Figure 1. Clock wiring as the flow saved it (run 1).
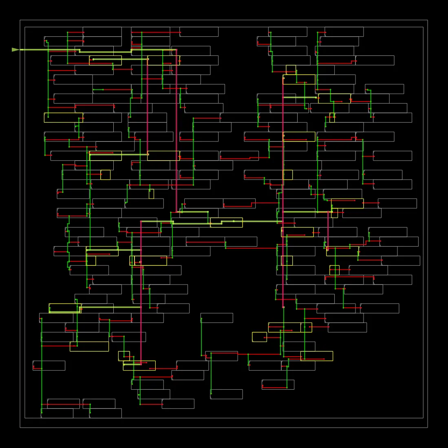
Figure 2. Sizing map (run 1).
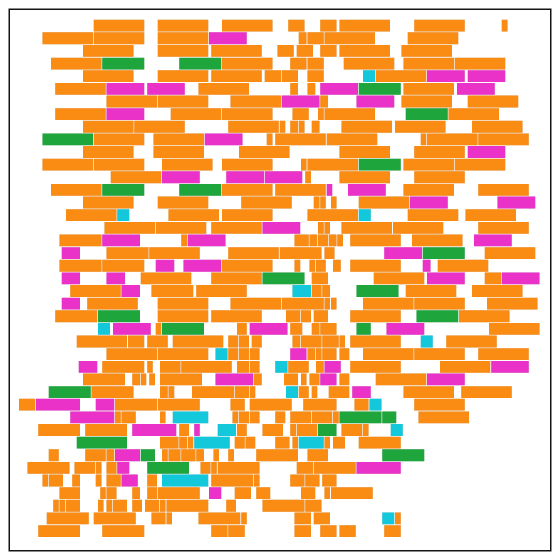
Figure 3. Cell classes on the final placement (run 1).
The bar under the picture is 20 um long. Fill, decap, tap and diode cells in gray.
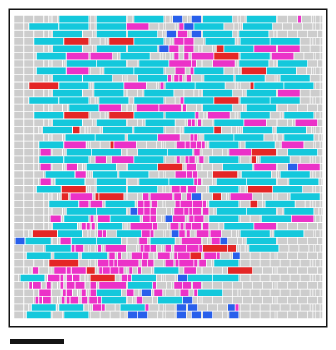
Figure 4. Gate families picked out (run 1).
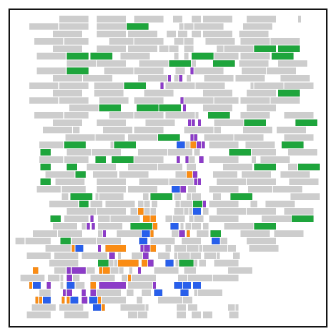
==> config.mk <==
export PLATFORM = sky130hd
export DESIGN_NAME = uart_rx_sink
export DESIGN_NICKNAME = d
export VERILOG_FILES = /design/src/rtl/uart_sink_pkg.sv /design/src/rtl/uart_sink_fifo.sv /design/src/rtl/uart_rx_sink.sv
export SDC_FILE = /design/constraint.sdc
export NUM_CORES = 1
export LEC_CHECK = 0
export CAP_MARGIN = 20
export CORE_UTILIZATION = 53
export DETAILED_ROUTE_END_ITERATION = 7
export PLACE_DENSITY = 0.73
export SLEW_MARGIN = 20
export SYNTH_ARGS = -nofsm -noshare
export SYNTH_HDL_FRONTEND = slang
export SYNTH_SLANG_ARGS = --single-unit
export TNS_END_PERCENT = 10
==> constraint.sdc <==
create_clock -name CLK -period 4 [get_ports CLK]
set_input_delay 0.4 -clock CLK [delete_from_list [all_inputs] [get_ports CLK]]
set_output_delay 0.4 -clock CLK [all_outputs]
set_load 0.01 [all_outputs]
==> impl_metrics.json, run 1 <==
{
  "startpoint_type": "flip-flop",
  "ys_cells": 397,
  "fin_setup_tns_ps": 0,
  "stage_log_warnings": 31,
  "dp_hpwl_um": 8620,
  "yosys_warnings": 0,
  "yosys-mux-area-fraction_pct": 12.6,
  "ios": 22,
  "netlist_logic_family_top": "multiplexers",
  "reg2reg_slack_ps": 1200,
  "vias": 3534,
  "drt_first_pass_iters": 5,
  "fin_crit_ps": 3700,
  "yosysSeqAreaShare_pct": 69.0,
  "drt-total-wl_um": 13000,
  "syn_nets": 417,
  "cts_tree": "yes",
  "fmax_mhz": 270,
  "grt_pass1_wl_um": 20400,
  "synth-compound-area-share_pct": 2.75,
  "clkSlewWorstSetupHoldPaths_ps": 70,
  "ctsResizeCount": 0,
  "htree_levels": 4,
  "synth.area.top_cells": "edfxtp_1 (56%), dfrtp_1 (12%), mux4_2 (10%)",
  "crit_arrival_ps": 3300,
  "holdPathStages": 0,
  "status": "finished clean",
  "drive_above_1_share_pct": 21.7,
  "async_flop_share_pct": 22.4,
  "required_ps": 3600,
  "maxCapViolCount": 0,
  "clock_sinks": 165,
  "post-route-period-util_pct": 92.5,
  "antenna_left": 0,
  "place.gp.congestion": 0.904,
  "final_nets": 444,
  "yosys.area.top_type_share_pct": 55.6,
  "grt_pass1_vias": 3582,
  "ys_types": 47,
  "grt_overflow": 0,
  "grt_max_degree": 38,
  "xor_area_share_pct": 2.53,
  "rsz0062_at_grt": "false",
  "via_per_inst": 5.80,
  "worstSkewPairLatency_ps": 420,
  "holdWs_ps": 357,
  "edf_count": 128,
  "largest_register_ffs": 128,
  "cts_root_buffer": "clkbuf_16",
  "grt_use_total_pct": 21.7,
  "antenna_found_initial": 0,
  "reg2reg_depth": 6,
  "simple_gate_area_share_pct": 7.85,
  "drc_errors": 0,
  "flop_cell": "edfxtp_1",
  "cts_buffer_depth": 2,
  "critPathKind": "reg2out",
  "n_antenna_cell": 0,
  "ys_area_um2": 6920,
  "ys_sh_adder_pct": 2.82,
  "syn_area_per_cell_um2": 17.4,
  "maxSlewHeadroom_pct": 41.3,
  "p_leak_nw": 3.13,
  "slew_viol_final": 0,
  "cts_hold_buf": 0,
  "fp_util_pct": 54.6,
  "setup_viol": 0,
  "synth_area_um2": 6920,
  "logic_area_um2": 1980,
  "synth_top_cell_by_count": "edfxtp_1",
  "ir_worst_vdd_mv": 0.316,
  "die_x_um": 116,
  "seqCellArea_um2": 4770,
  "dieArea_um2": 13500,
  "ys_top_cells_by_count": "edfxtp_1 (128), dfrtp_1 (34), mux4_2 (32)",
  "tightest_slew_ps": 878,
  "hold_path.class": "reg2reg",
  "wl_per_cell_um": 21.4,
  "path_max_fanout": 11,
  "syn_inst": 397,
  "fill_cells": 888,
  "numPortBuffers": 20,
  "post-cts-setup-buffers": 0,
  "synth_top_cell_by_area": "edfxtp_1",
  "drt_iter0_markers": 313,
  "die_h_um": 116,
  "hold_viol_final": 0,
  "endpoint_kind": "output pin",
  "powerDensity_nw_per_um2": 540,
  "synth_flops": 165
}
About Figure 1:
flip-flops: 165
clkbuf count: 17
Inserted Clock Buffers: 17
clk_skew: 7.95 ps

About Figure 2:
| size | color | cells | share |
|---|---|---|---|
| drive 2 | magenta | 55 | 13% |
| drive 3 to 4 | cyan | 17 | 3.9% |
| drive 1 or less | orange | 342 | 78% |
| drive 6 and up | green | 23 | 5.3% |
Plain + repair buffers: 26
synth-to-layout area growth: 13.4%
Final WS setup: 302 ps

About Figure 3:
| class | color | cells | share of their area |
|---|---|---|---|
| all other logic | magenta | 214 | 27% |
| other buffers and delay cells | blue | 26 | 3.2% |
| flip-flops | cyan | 165 | 63% |
| clock drivers and dummy loads | red | 32 | 7.6% |
num rows: 41
final core occ: 61.9%
Final Instance Area: 7850 um2
core area: 12700 um2

About Figure 4:
| family | color | cells |
|---|---|---|
| NOR gates | orange | 25 |
| XOR/XNOR gates | blue | 20 |
| NAND gates | purple | 44 |
| multiplexers | green | 45 |
Non-Filler Instances: 609
Comb area share: 25.2%
most frequent logic cell in the layout: edfxtp_1

run 1: power breakdown:
part	switching (mW)	internal (mW)
logic	0.417	0.332
clock network	0.660	0.919
registers	0.0452	1.86
run 1: routing by layer:
layer / vias up / wire, um / global-route usage (%)
li1: 1591 / - / -
met1: 1824 / 5660 / 29.1
met2: 89 / 6340 / 33.7
met3: 30 / 647 / 5.24
met4: 0 / 371 / 10.8
met5: - / 0 / 0
run 1: layout make-up:
| type | count | share of cell area [%] |
|---|---|---|
| flip-flops and latches | 165 | 60.8 |
| multi-input cells | 198 | 25.2 |
| clock inverters | 15 | 1.93 |
| repair buffers | 26 | 3.12 |
| clock buffers | 17 | 5.42 |
| inverters | 16 | 0.765 |
| well taps | 172 | 2.74 |
run 1: layout by cell type (no fill, tap or decap), types with 8 or more instances in the layout:
master,instances
edfxtp_1,128
dfrtp_1,33
mux4_2,32
nand2_1,26
clkdlybuf4s50_1,20
clkbuf_16,17
inv_1,14
ha_1,14
xnor2_1,13
and3_1,12
nor2_1,12
a21oi_1,11
mux2_2,9
nand4_1,8
run 1: metrics by stage:
step / cell area [um2] / util [%] / power [mW] / instances / setup WS, ps
after floorplan: 6920 / - / 2.48 / 397 / 1180
after global placement: 7270 / 57.4 / 2.68 / 577 / 900
after detailed placement: 7270 / 57.4 / 2.70 / 577 / 771
after CTS: 7850 / 61.9 / 4.26 / 609 / 302
after global routing: 7850 / 61.9 / 4.39 / 609 / 105
final: 7850 / 61.9 / 4.23 / 609 / 302
run 1: cell families (layout without fill, tap and decap cells):
group	count (synthesis)	in the layout
AOI/OAI and AO/OA	28	28
xor gates and xnor gates	20	20
adders and majority gates	15	15
buffers and inverters	34	74
DFF	165	165
muxes	45	45
other	1	1
and+or+nand+nor	89	89
run 1: critical path: stages (launching register included):
cell and delay [ps]:
dfrtp_1 550, inv_2 160, ha_1 380, nand4_1 160, nand2b_1 280, nor2b_1 520
a221o_1 270, clkdlybuf4s50_1 550
--- run 2 (diff from run 1) ---
Settings changed: RECOVER_POWER set to 25.
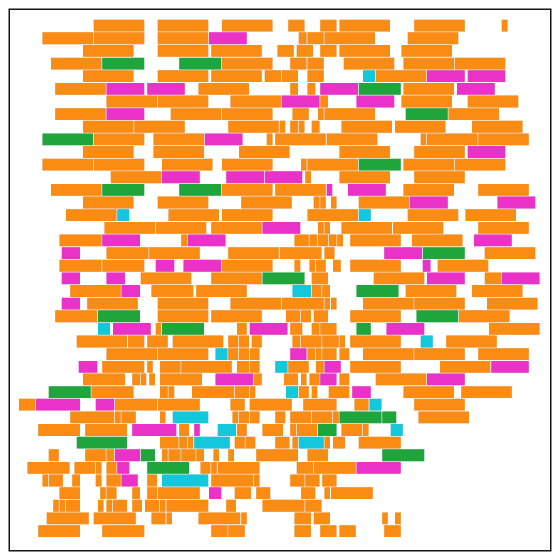
Figure 5: run 2, sizing map.
| size | color | cells | share |
|---|---|---|---|
| drive 3 to 4 | cyan | 16 | 3.7% |
| drive 6 and up | green | 23 | 5.3% |
| drive 1 or less | orange | 344 | 79% |
| drive 2 | magenta | 54 | 12% |
Final Instance Area: 7840 um2
synth-to-layout area growth: 13.4%
Final WS setup: 302 ps

==> impl_metrics.json, run 2 <==
{
  "synth_flops": 165,
  "edf_count": 128,
  "maxCapViolCount": 1,
  "stage_log_warnings": 31,
  "fp_util_pct": 54.6,
  "numCtsBuffers": 17,
  "ios": 22,
  "slew_viol_final": 38,
  "slowest_stage": "dfrtp_1",
  "die_x_um": 116,
  "final_nets": 444,
  "path_cells": "inv_2 > ha_1 > nand4_1 > nand2b_1 > nor2b_1 > a221o_1 > clkdlybuf4s50_1",
  "hold_path.class": "reg2reg",
  "clock_sinks": 165,
  "placed_cell_area_um2": 7270,
  "synth.area.top_cells": "edfxtp_1 (56%), dfrtp_1 (12%), mux4_2 (10%)",
  "n_antenna_cell": 0,
  "synth_top_cell_by_area": "edfxtp_1",
  "p_switching_mw": 1.12,
  "finalPower_mw": 4.23,
  "reg2reg_slack_ps": 1200,
  "syn_nets": 417,
  "critPathKind": "reg2out",
  "hold_viol_final": 0,
  "violations": "capacitance limit, slew limit",
  "grt_overflow": 0,
  "yosys_warnings": 0,
  "place.gp.congestion": 0.904,
  "ys_cells": 397,
  "crit_path_max_incr_delay_ps": 550,
  "tightest_slew_ps": 2060,
  "endpoint_kind": "output pin",
  "startpoint_type": "flip-flop",
  "post-cts-setup-buffers": 0,
  "fin_crit_ps": 3700,
  "ys_area_um2": 6920,
  "ir_worst_vdd_mv": 0.315,
  "setup_viol": 0,
  "yosys.area.top_type_share_pct": 55.6,
  "rsz0062_at_grt": "false",
  "p_leak_nw": 3.12,
  "clkSlewWorstSetupHoldPaths_ps": 70,
  "grt_use_total_pct": 21.7,
  "placedCellCount": 577,
  "final_cells": 609,
  "cts_buffer_depth": 2,
  "async_flop_share_pct": 22.4,
  "power_frac_seq_pct": 45.0,
  "ctsResizeCount": 0,
  "core_um2": 12700,
  "fin_setup_tns_ps": 0,
  "cts_tree": "yes",
  "vias": 3539,
  "fmax_mhz": 270,
  "syn_inst": 397,
  "dieArea_um2": 13500,
  "largest_register_ffs": 128,
  "antenna_found_initial": 0,
  "status": "complete, but fails checks",
  "ys_top_cells_by_count": "edfxtp_1 (128), dfrtp_1 (34), mux4_2 (32)",
  "comb_power_share_pct": 17.7,
  "syn_area_per_cell_um2": 17.4,
  "numPortBuffers": 20,
  "die_h_um": 116,
  "synth_top_cell_by_count": "edfxtp_1",
  "power.internal_mw": 3.11,
  "post-place-ws_ps": 771,
  "crit_arrival_ps": 3300,
  "holdWs_ps": 362,
  "drt_first_pass_iters": 5,
  "flop_cell": "edfxtp_1",
  "reg2reg_depth": 6,
  "antenna_left": 0,
  "drt_iter0_markers": 314,
  "clkPwrFrac_pct": 37.3,
  "drive_above_1_share_pct": 21.3,
  "yosysSeqAreaShare_pct": 69.0,
  "synth_area_um2": 6920,
  "dp_hpwl_um": 8620,
  "holdPathStages": 0,
  "required_ps": 3600,
  "lay_top_count": "edfxtp_1",
  "clock_skew_ps": 8.08,
  "drc_errors": 0
}
[run 2: cell count changes in the layout (fill, tap and decap cells not counted), sizes merged]
| cell | previous run | this run |
|---|---|---|
| clkdlybuf4s50 | 20 | 18 |
| dlygate4sd3 | 0 | 2 |
| buf | 6 | 5 |
| clkbuf | 17 | 18 |
[run 2: layer usage]
metal,part of all wire (%),global-route usage (%)
met3,5.1,5.24
met4,2.7,10.8
met1,43,29.1
met5,0,0
met2,49,33.7
[run 2: kinds of logic after synthesis]
| group | share of synthesized area [%] |
|---|---|
| AND-OR/OR-AND | 2.75 |
| adder cells (fa/ha/maj) | 2.82 |
| multiplexers | 12.6 |
| XOR/XNOR | 2.53 |
| other | 0.0542 |
| AND/OR/NAND/NOR | 7.85 |
| buffers and inverters | 2.44 |
| flip-flops | 69.0 |
[run 2: layout make-up]
cell class                      count  area (um2)
Clock inverter                     15         151
Tap cell                          172         215
Clock buffer                       17         425
Sequential cell                   165        4770
Inverter                           16        60.1
Timing Repair Buffer               26         241
Multi-Input combinational cell    198        1980
Fill cell                         890        4830
[run 2: critical path: cells and delay by family (launching register included)]
kind	cells	cell delay (ps)
adder cells (fa/ha/maj)	1	380
AND-OR/OR-AND	1	270
flip-flops	1	550
AND/OR/NAND/NOR	3	960
buffers and inverters	2	710
[run 2: power by group through the flow]
stage          Clock, mW  Sequential (mW)  Combinational [mW]
3_5_place_dp           0             1.94               0.762
6_report            1.58             1.91               0.748
4_1_cts             1.60             1.91               0.759
2_1_floorplan          0             1.92               0.560
3_3_place_gp           0             1.94               0.741
5_1_grt             1.67             1.91               0.808
Power figures rest on the tool's default switching activity, not on a simulated workload.
